===== src/rtl/loader_pkg.sv =====
// Shared types and constants for the program loader: FSM states, widths,
// default frame marker and program memory depth.
package loader_pkg;

   localparam int unsigned BYTE_W         = 8;
   localparam int unsigned WORD_W         = 32;
   localparam int unsigned ADDR_W         = 8;
   localparam int unsigned BYTES_PER_WORD = 4;
   localparam int unsigned PROG_DEPTH     = 256;

   localparam logic [BYTE_W-1:0] DEFAULT_SYNC_BYTE = 8'hA5;

   typedef enum logic [1:0] {IDLE, COUNT, DATA, CHECK} state_t;

endpackage


===== src/rtl/word_assembler.sv =====
// Shifts incoming bytes MSB first into a 32-bit word and flags the byte
// that completes it; the completed word is presented combinationally.
module word_assembler
   import loader_pkg::*;
(
   input  logic              clk,
   input  logic              rst_n,
   input  logic              clear,
   input  logic              byte_valid,
   input  logic [BYTE_W-1:0] byte_data,
   output logic [WORD_W-1:0] word_data,
   output logic              word_done
);

   logic [WORD_W-BYTE_W-1:0] sreg;
   logic [1:0]               idx;

   always_ff @(posedge clk or negedge rst_n) begin
      if (!rst_n) begin
         sreg <= '0;
         idx  <= '0;
      end else if (clear) begin
         sreg <= '0;
         idx  <= '0;
      end else if (byte_valid) begin
         sreg <= {sreg[WORD_W-2*BYTE_W-1:0], byte_data};
         idx  <= idx + 2'd1;
      end
   end

   // Only the three earlier bytes are stored; the fourth is spliced in live.
   assign word_data = {sreg, byte_data};
   assign word_done = byte_valid && (idx == 2'd3);

endmodule


===== src/rtl/program_loader.sv =====
// Frames a byte stream (SYNC, COUNT, 4*N data bytes, CHK) into program
// memory writes and holds the CPU in reset until a checksum-valid load.
module program_loader
   import loader_pkg::*;
#(
   parameter logic [BYTE_W-1:0] SYNC_BYTE      = DEFAULT_SYNC_BYTE,
   parameter int unsigned       TIMEOUT_CYCLES = 1_000_000
) (
   input  logic              clk,
   input  logic              rst_n,
   input  logic              rx_valid,
   input  logic [BYTE_W-1:0] rx_data,
   output logic              prog_write,
   output logic [ADDR_W-1:0] prog_addr,
   output logic [WORD_W-1:0] prog_data,
   output logic              busy,
   output logic              done,
   output logic              error,
   output logic              cpu_hold
);

   localparam logic [23:0] TMO_LAST = 24'(TIMEOUT_CYCLES - 1);

   state_t            state;
   logic [ADDR_W-1:0] wr_addr;
   logic [ADDR_W:0]   n_words;
   logic [ADDR_W:0]   word_cnt;
   logic [BYTE_W-1:0] sum;
   logic [23:0]       timer;

   logic              asm_valid;
   logic [WORD_W-1:0] asm_word;
   logic              asm_done;

   assign asm_valid = rx_valid && (state == DATA);

   word_assembler u_word_assembler (
      .clk        (clk),
      .rst_n      (rst_n),
      .clear      (state == IDLE),
      .byte_valid (asm_valid),
      .byte_data  (rx_data),
      .word_data  (asm_word),
      .word_done  (asm_done)
   );

   always_ff @(posedge clk or negedge rst_n) begin
      if (!rst_n) begin
         state      <= IDLE;
         prog_write <= 1'b0;
         prog_addr  <= '0;
         prog_data  <= '0;
         busy       <= 1'b0;
         done       <= 1'b0;
         error      <= 1'b0;
         cpu_hold   <= 1'b1;
         wr_addr    <= '0;
         n_words    <= '0;
         word_cnt   <= '0;
         sum        <= '0;
         timer      <= '0;
      end else begin
         prog_write <= 1'b0;
         done       <= 1'b0;

         if (state == IDLE || rx_valid)
            timer <= '0;
         else
            timer <= timer + 24'd1;

         if (state != IDLE && !rx_valid && timer == TMO_LAST) begin
            state    <= IDLE;
            busy     <= 1'b0;
            done     <= 1'b1;
            error    <= 1'b1;
            cpu_hold <= 1'b1;
         end else if (rx_valid) begin
            unique case (state)
               IDLE: begin
                  if (rx_data == SYNC_BYTE) begin
                     state    <= COUNT;
                     busy     <= 1'b1;
                     error    <= 1'b0;
                     cpu_hold <= 1'b1;
                     wr_addr  <= '0;
                     word_cnt <= '0;
                     sum      <= '0;
                  end
               end
               COUNT: begin
                  n_words <= (rx_data == '0) ? (ADDR_W+1)'(PROG_DEPTH)
                                             : {1'b0, rx_data};
                  state   <= DATA;
               end
               DATA: begin
                  sum <= sum + rx_data;
                  if (asm_done) begin
                     prog_write <= 1'b1;
                     prog_addr  <= wr_addr;
                     prog_data  <= asm_word;
                     wr_addr    <= wr_addr + 1'b1;
                     word_cnt   <= word_cnt + 1'b1;
                     // 9-bit count so a 256-word image terminates despite address wrap.
                     if (word_cnt + 1'b1 == n_words)
                        state <= CHECK;
                  end
               end
               CHECK: begin
                  state <= IDLE;
                  busy  <= 1'b0;
                  done  <= 1'b1;
                  if (rx_data == sum)
                     cpu_hold <= 1'b0;
                  else
                     error <= 1'b1;
               end
               default: state <= IDLE;
            endcase
         end
      end
   end

endmodule


===== config.mk =====
export PLATFORM = sky130hd
export DESIGN_NAME = program_loader
export DESIGN_NICKNAME = d
export VERILOG_FILES = /design/src/rtl/loader_pkg.sv /design/src/rtl/word_assembler.sv /design/src/rtl/program_loader.sv
export SDC_FILE = /design/constraint.sdc
export NUM_CORES = 1
export LEC_CHECK = 0
export ABC_AREA = 1
export CORE_MARGIN = 8
export CORE_UTILIZATION = 55
export DETAILED_ROUTE_END_ITERATION = 10
export PLACE_DENSITY = 0.72
export SETUP_SLACK_MARGIN = 0.4
export SKIP_LAST_GASP = 1
export SLEW_MARGIN = 20
export SYNTH_ARGS = -nofsm -noshare
export SYNTH_HDL_FRONTEND = slang
export SYNTH_HIERARCHICAL = 1
export SYNTH_SLANG_ARGS = --single-unit

===== constraint.sdc =====
create_clock -name clk -period 4.2 [get_ports clk]
set_input_delay 0.42 -clock clk [delete_from_list [all_inputs] [get_ports clk]]
set_output_delay 0.42 -clock clk [all_outputs]
set_load 0.05 [all_outputs]

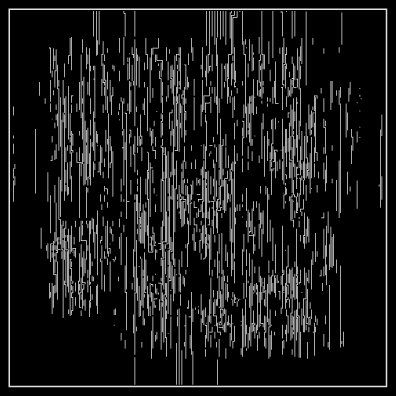
m2.png
(3 px per um)
nets with wire on the layer: 705
wire length on this layer: 7,050 um
share of all routed wire: 47%
routed via count: 5,409
met2 Use GR: 0.312
final wirelength: 15,100 um

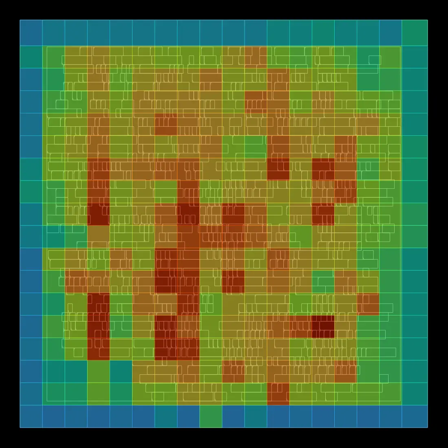
congestion_map.png
average routed wire per standard cell: 15.2 um
fraction of met3 tracks used by global routing: 0.0489
met1 track utilization from global routing: 0.258
all-layer global routing usage: 0.199
layer carrying the most global-route usage: met2

==> impl_report.txt <==
==== FLOW RESULTS ====
----------------------------------------------------
[Layout]
  Count of plain and timing-repair buffers ........................ roughly 61
  Biggest register ........................ prog_data
  Antenna cell count ........................ 0
  Flop share of the area ........................ 0.428
  Core utilization of the finished layout ........................ 0.649
  Number of nets in the layout ........................ between 800 and 900
  Final instance count without filler cells ........................ roughly 1,000
  Top Layout Cells ........................ 277 x nand2_1, 130 x dfrtp_1, 64 x inv_1, 60 x nor2_1, 54 x clkdlybuf4s50_1
  Ratio of cells with drive above 1 in the final layout ........................ 0.101
  Cell class ranked first by area ........................ sequential cells
  Non-clock inverter count ........................ 67
  Synth-to-Final Area Change ........................ 16.9%
  Flop area ........................ 3280 um2
  Final non-clock buffer share ........................ 0.0773

[Yosys]
  Most frequently used cell type in the post-synthesis netlist ........................ nand2_1
  Largest family of logic cells by area ........................ simple AND/OR/NAND/NOR gates
  Total number of yosys warnings ........................ 6
  Synthesized-area fraction occupied by ao, oa, aoi and oai cells ........................ 0.0799
  Proportion of register bits with asynchronous set or reset after synthesis ........................ 1.00
  Average size of a mapped cell ........................ between 8 and 9 um2
  Main flop type after synthesis ........................ dfrtp_1
  Top cell area share ........................ 0.496
  Simple-gate area share of the yosys netlist ........................ 0.298
  Number of cell instances after yosys synthesis ........................ between 700 and 800
  Seq/Total Area, Yosys ........................ 0.500

[Timing]
  Number of setup violations in the final report ........................ 0
  Least setup slack across all paths after layout ........................ ~1400 ps
  Setup repair after global routing missed its margin ........................ no
  Setup TNS after final layout ........................ 0 ps
  Upper clock frequency limit ........................ about 0.36 GHz
  Final-report hold violation count ........................ 0
  Slew @ Worst Pin ........................ 889 ps
  Post-route fraction of the period consumed by the critical path ........................ 0.670
  Number of max-slew violations in the final report ........................ 0

[Setup path]
  Top Family by Delay on Critical Path ........................ simple AND/OR/NAND/NOR gates
  Number of logic stages on the critical path including buffering ........................ 12
  Critical path peak fanout ........................ 28
  Setup crit end ........................ word_cnt[2]
  Crit path max-delay cell type ........................ dfrtp_1
  Critical path origin ........................ state[0]
  Setup slack on the worst flop-to-flop path ........................ 1380 ps
  Crit Path Category ........................ flop to flop
  Worst Reg2Reg Path Length in Cells ........................ 12
  Cell-by-cell listing of the critical path ........................ inv_1 -> ha_1 -> nor2_4 -> inv_2 -> nor3_2 -> nand2_1 -> nor2_2 -> nor2_1 -> and2_1 -> buf_4 -> nand2_4 -> o22ai_2
  Endpoint of the worst-slack reg-to-reg timing path ........................ word_cnt[2]

[Clock tree]
  Number of buffers created by CTS ........................ 17
  # Post-CTS Setup Buffers ........................ 0
  Maximum root-to-sink buffer count ........................ 2
  Clk_lat worst skew ........................ roughly 420 ps
  Post-cts hold-fix buffer tally ........................ 0
  H-tree level count ........................ 4
  Clock-pin slew on the worst setup and hold paths ........................ approximately 60 ps

[Pwr]
  Part of the total power dissipated in sequential elements ........................ 0.394
  Power attributed to the clock group ........................ between 1 and 1.5 mW
  Group drawing the most power ........................ sequential cells
  Switching share of power ........................ 0.362
  Pwr Density ........................ ~540 nW/um2
  Flip-flop and latch power ........................ about 1.6 mW
  Share of total power in combinational logic ........................ 0.278
  Leakage power figure ........................ 3.78 nW

[Drt]
  First drt pass iteration count ........................ 5
  Met2 routed wirelength ........................ a little over 7000 um
  Detail Route Antenna Nets ........................ 0
  Detailed-route DRC error count ........................ 0
  Detailed-routing wirelength on met1 ........................ 6880 um

[Job]
  Tool Warnings ........................ 29

[Global route]
  Antenna violations before repair ........................ 0
  Largest net degree at the start of global routing ........................ 72
  GRT Residual Overflow ........................ 0

[Floorplan]
  Width of the die ........................ about 130 um
  Standard cell core area ........................ 11,800 um2
  Overall die area ........................ between 15,000 and 20,000 um2
  IO Count ........................ roughly 56

[Placement]
  Weighted congestion reported at the end of routability-driven placement ........................ about 0.9
  Worst slack at placement ........................ around 1300 ps
  Number of input and output port buffers inserted ........................ approximately 55
  Detailed Place HPWL ........................ 10,900 um

[Outcome]
  Result of the run ........................ finished clean

----------------------------------------------------
Power is estimated from default activity; no workload was simulated.
